**src/rtl/project_types.sv**
```systemverilog
// project_types: shared register-file types and constants.
package project_types;
  localparam logic [4:0] REG_ADDR_ZERO = 5'd0;
  typedef logic [31:0] reg_data_t;
  typedef struct packed {
    logic       en;
    logic [4:0] addr;
  } reg_info_t;
endpackage

```
**src/rtl/i_regbus.sv**
```systemverilog
// i_regbus: two-port register read bus (requests in, data out).
interface i_regbus import project_types::*; ();
  reg_info_t r1_info;
  reg_info_t r2_info;
  reg_data_t r1_data;
  reg_data_t r2_data;
  modport slave (input r1_info, r2_info, output r1_data, r2_data);
  modport master (output r1_info, r2_info, input r1_data, r2_data);
endinterface

```
**src/rtl/reg_read_mux.sv**
```systemverilog
// reg_read_mux: one read port with reset/disable gating and write-back bypass.
module reg_read_mux import project_types::*; #(
  parameter bit FORWARD_EN = 1'b1,
  parameter int REG_COUNT  = 32
) (
  input  logic      rst,
  input  reg_info_t rd_info,
  input  reg_info_t wb_info,
  input  reg_data_t wb_data,
  input  reg_data_t arr_data,
  output reg_data_t rd_data
);
  logic valid;
  logic hit;
  always_comb begin
    valid   = rd_info.en && rd_info.addr != REG_ADDR_ZERO && int'(rd_info.addr) < REG_COUNT;
    hit     = FORWARD_EN && wb_info.en && wb_info.addr == rd_info.addr;
    rd_data = (rst || !valid) ? '0 : hit ? wb_data : arr_data;
  end
endmodule

```
**src/rtl/reg_file.sv**
```systemverilog
// reg_file: GPR array with x0 hardwired to zero and two combinational read ports.
module reg_file import project_types::*; #(
  parameter bit FORWARD_EN = 1'b1,
  parameter int REG_COUNT  = 32
) (
  input  logic      clk,
  input  logic      rst,
  i_regbus.slave    regbus,
  input  reg_info_t wb_info,
  input  reg_data_t wb_data
);
  reg_data_t regs [REG_COUNT];
  reg_data_t r1_arr;
  reg_data_t r2_arr;
  always_ff @(posedge clk)
    if (rst)
      for (int i = 0; i < REG_COUNT; i++) regs[i] <= '0;
    else if (wb_info.en && wb_info.addr != REG_ADDR_ZERO && int'(wb_info.addr) < REG_COUNT)
      regs[wb_info.addr] <= wb_data;
  // Out-of-range array reads are masked to zero by the read mux.
  always_comb begin
    r1_arr = regs[regbus.r1_info.addr];
    r2_arr = regs[regbus.r2_info.addr];
  end
  reg_read_mux #(.FORWARD_EN(FORWARD_EN), .REG_COUNT(REG_COUNT)) u_rd1 (
    .rst(rst), .rd_info(regbus.r1_info), .wb_info(wb_info), .wb_data(wb_data),
    .arr_data(r1_arr), .rd_data(regbus.r1_data)
  );
  reg_read_mux #(.FORWARD_EN(FORWARD_EN), .REG_COUNT(REG_COUNT)) u_rd2 (
    .rst(rst), .rd_info(regbus.r2_info), .wb_info(wb_info), .wb_data(wb_data),
    .arr_data(r2_arr), .rd_data(regbus.r2_data)
  );
endmodule

```
**src/flat_wrapper.sv**
```systemverilog
// flat-port wrapper written by rule: the top's interface ports become plain ports
module reg_file_flat import project_types::*;
#(
  parameter bit FORWARD_EN = 1'b1,
  parameter int REG_COUNT  = 32
)
  (clk, rst, wb_info, wb_data, regbus_r1_info, regbus_r2_info, regbus_r1_data, regbus_r2_data);
  i_regbus regbus_i ();
  input  logic clk;
  input  logic rst;
  input  reg_info_t wb_info;
  input  reg_data_t wb_data;
  input wire logic [$bits(regbus_i.r1_info)-1:0] regbus_r1_info;
  input wire logic [$bits(regbus_i.r2_info)-1:0] regbus_r2_info;
  output wire logic [$bits(regbus_i.r1_data)-1:0] regbus_r1_data;
  output wire logic [$bits(regbus_i.r2_data)-1:0] regbus_r2_data;
  assign regbus_i.r1_info = regbus_r1_info;
  assign regbus_i.r2_info = regbus_r2_info;
  assign regbus_r1_data = regbus_i.r1_data;
  assign regbus_r2_data = regbus_i.r2_data;
  reg_file #(.FORWARD_EN(FORWARD_EN), .REG_COUNT(REG_COUNT)) u_core (.clk(clk), .rst(rst), .regbus(regbus_i), .wb_info(wb_info), .wb_data(wb_data));
endmodule
```
**config.mk**
```make
export PLATFORM = sky130hd
export DESIGN_NAME = reg_file_flat
export DESIGN_NICKNAME = d
export VERILOG_FILES = /design/src/rtl/project_types.sv /design/src/rtl/i_regbus.sv /design/src/rtl/reg_read_mux.sv /design/src/rtl/reg_file.sv /design/src/flat_wrapper.sv
export SDC_FILE = /design/constraint.sdc
export NUM_CORES = 2
export LEC_CHECK = 0
export CORE_AREA = 4 4 475 477
export DETAILED_ROUTE_END_ITERATION = 8
export DIE_AREA = 0 0 479 481
export PLACE_DENSITY = 0.48
export SKIP_LAST_GASP = 1
export SLEW_MARGIN = 20
export SYNTH_ARGS = -nofsm -noshare
export SYNTH_HDL_FRONTEND = slang
export SYNTH_SLANG_ARGS = --single-unit
```
**constraint.sdc**
```tcl
create_clock -name clk -period 4.7 [get_ports clk]
set_clock_uncertainty 0.2 [all_clocks]
set_input_delay 1.175 -clock clk [delete_from_list [all_inputs] [get_ports clk]]
set_output_delay 1.175 -clock clk [all_outputs]
set_load 0.01 [all_outputs]
```
==> run_results.csv <==
group,metric,value,unit
floorplanning,fp.coreArea,221000,um^2
floorplanning,ioPinCount,116,
cts,clk_path_buf_depth,3,
cells_and_area,biggestRegsByFlops,"u_core.regs (1024)",
power_and_ir_drop,pwr-share-clk,38.3,%
power_and_ir_drop,pg_comb,3.63,mW
power_and_ir_drop,p_sw_share,26.6,%
synth,ys_ff,1024,
setup_path,crit_type,"in -> out",
cells_and_area,largest_reg_flops,1024,
detailed_routing,vias,39300,
place,post_dp_cell_area,65000,um^2
timing,layout_min_cycle_time,4.76,ns
min_path,hold_class,"in -> reg",
timing,period_used_share,101,%
timing,slew_headroom,19.0,%
detailed_routing,drt-wirelength-per-cell,32.8,um
power_and_ir_drop,p_int,17.2,mW
cells_and_area,drive_gt1_share,34.2,%
timing,rsz0062_at_grt,"yes",
place,place.gp.congestion,0.871,
setup_path,crit_slowest_cell,"mux4_2",
power_and_ir_drop,cellPowerDensity,327,nW/um^2
place,dp_cells,7146,
cells_and_area,final_area,71600,um^2
synth,ys_types,42,
setup_path,critical-path-max-stage-delay,0.51,ns
power_and_ir_drop,p_seq,10.8,mW
floorplanning,fp_util,24.9,%
floorplanning,chipArea,230000,um^2
timing,tns,-0.176,ns
detailed_routing,drt_wl_total,244000,um
global_routing,grt_pass1_vias,39400,
timing,setup-violations-final,7,
cells_and_area,layout.nets,4433,
power_and_ir_drop,irDropWorstVdd,0.294,mV
cells_and_area,postLayoutCoreUtil,32.4,%
power_and_ir_drop,power.leakage,25.7,nW
synth,synth_top_area_share,55.7,%
cts,cts.sinks,1024,
synth,most_common_cell,"edfxtp_1",
timing,finalHoldViolCount,0,
job,warning_count,30,
place,dpl_worst_slack,-1.15,ns
setup_path,crit_fanout,8,
power_and_ir_drop,seq_power_share,46.2,%
cells_and_area,syn2layout_area_growth,29.8,%
setup_path,crit_chain,"buf_16 > buf_12 > buf_16 > mux4_2 > mux2_2 > a221o_1 > a32o_2 > clkdlybuf4s15_1",
cts,cts_buffers,114,
cells_and_area,layout.cells.non_filler,7462,
cts,clk_pin_slew,0.06,ns
synth,yosys_most_used_dff,"edfxtp_1",
timing,hold_ws,1.12,ns
synth,ys_area,55200,um^2
global_routing,grt_max_degree,34,
floorplanning,die-width,479,um
synth,synthCells,3871,
timing,finalWorstSetupSlack,-0.0579,ns
cells_and_area,top_register,"u_core.regs",
synth,async_flop_share,0,%
power_and_ir_drop,comb_power_share,15.5,%
power_and_ir_drop,p_total,23.4,mW
synth,syn_area,55200,um^2
setup_path,cp-start-kind,"primary input",
floorplanning,num_rows,173,
synth,enable_flop_cells,1024,
global_routing,grt_pass1_wl,332000,um
power_and_ir_drop,clk-power,8.96,mW
synth,common_cells,"edfxtp_1 (1024), and2_1 (998), mux2i_1 (350)",
detailed_routing,drc,0,
cts,cts_tree,"done",
global_routing,antenna_found_initial,42,
power_and_ir_drop,power_leader,"registers",
setup_path,endpoint_kind,"output pin",
synth,synth_area_per_cell,14.3,um^2
place,hpwl,161000,um
setup_path,crit_required,3.32,ns
synth,largest_area_cell,"edfxtp_1",
outcome,run_status,"complete, but fails checks",
detailed_routing,dr.first_iter.drc_count,5103,
outcome,violations,"negative setup slack",
synth,ys_warn_count,0,
timing,fmax,210,MHz
setup_path,cp_data_arrival_time,3.38,ns
synth,top_cells_by_area,"edfxtp_1 (56%), mux4_2 (14%), and2_1 (11%), mux2i_1 (6.3%), clkbuf_1 (2.0%)",
[worst paths after layout]
check,start,to,cells after the start
setup / recovery,regbus_r2_info[0],regbus_r2_data[16],8
hold / removal,wb_data[8],u_core.regs[9][8],3
[what timing repair did]
action / in CTS / in global routing
gates cloned: 14 / 2
setup endpoints to repair: 64 / 58
resized: 417 / 178
buffers inserted: 45 / 41
pin swaps: 49 / 58
[logic make-up after synthesis]
group	Yosys count	share of synthesized area, %
XOR/XNOR	10	0.159
other	1	0.00679
AND-OR/OR-AND	510	6.69
flip-flops	1024	55.7
multiplexers	734	21.3
buffers and inverters	422	3.39
AND/OR/NAND/NOR	1170	12.8
[area by class of cell]
cell class / instances / area, um^2
Clock inverter: 64 / 563
Antenna cell: 12 / 30.0
Inverter: 1 / 3.75
Multi-Input combinational cell: 2456 / 24700
Timing Repair Buffer: 784 / 8780
Sequential cell: 1024 / 30700
Clock buffer: 146 / 3040
Tap cell: 2975 / 3720
Fill cell: 21500 / 150000
[layout by cell type (no fill, tap or decap), types with 32 or more instances in the layout]
cell             count
and2_1             994
buf_12             153
a22oi_1             80
clkbuf_16          119
buf_6               43
buf_4              439
nand2_1             55
clkdlybuf4s50_1     34
mux4_2             347
o22ai_1             34
a21oi_1             61
a22o_1              36
conb_1              32
mux2i_1            347
nor2_4              32
edfxtp_1          1024
[routing by layer]
metal	vias to the layer above	global-route usage [%]	wire length, um
li1	15900	-	-
met1	20800	28.2	101000
met2	2172	32.5	111000
met3	441	3.69	20700
met4	4	8.16	11700
met5	-	0	28
[worst max-delay path, delay by kind of cell]
kind | cells | cell delay, ns
buf+inv | 4 | 0.68
compound gates | 2 | 0.71
mux | 2 | 0.79
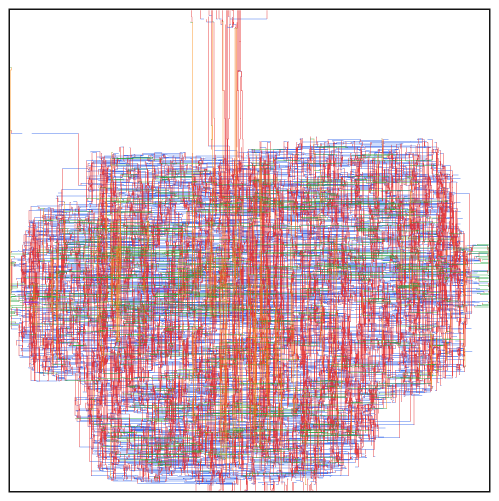
**Above:** routed metal, one colour a layer.
Drawn at 1 px/um.
red -> met2  # wire length 111 mm
blue -> met1  # wire length 101 mm
purple -> met5  # wire length 28.5 um
orange -> met4  # wire length 11700 um
green -> met3  # wire length 20.7 mm

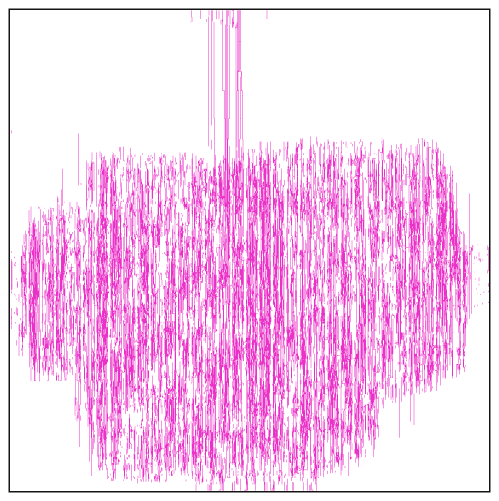
**Above:** the metal 2 layer.
Drawn at 1 px/um.
main direction = vertical
share of all routed wire = 45%
nets with wire on the layer = 3750

Power is estimated from default activity; no workload was simulated.
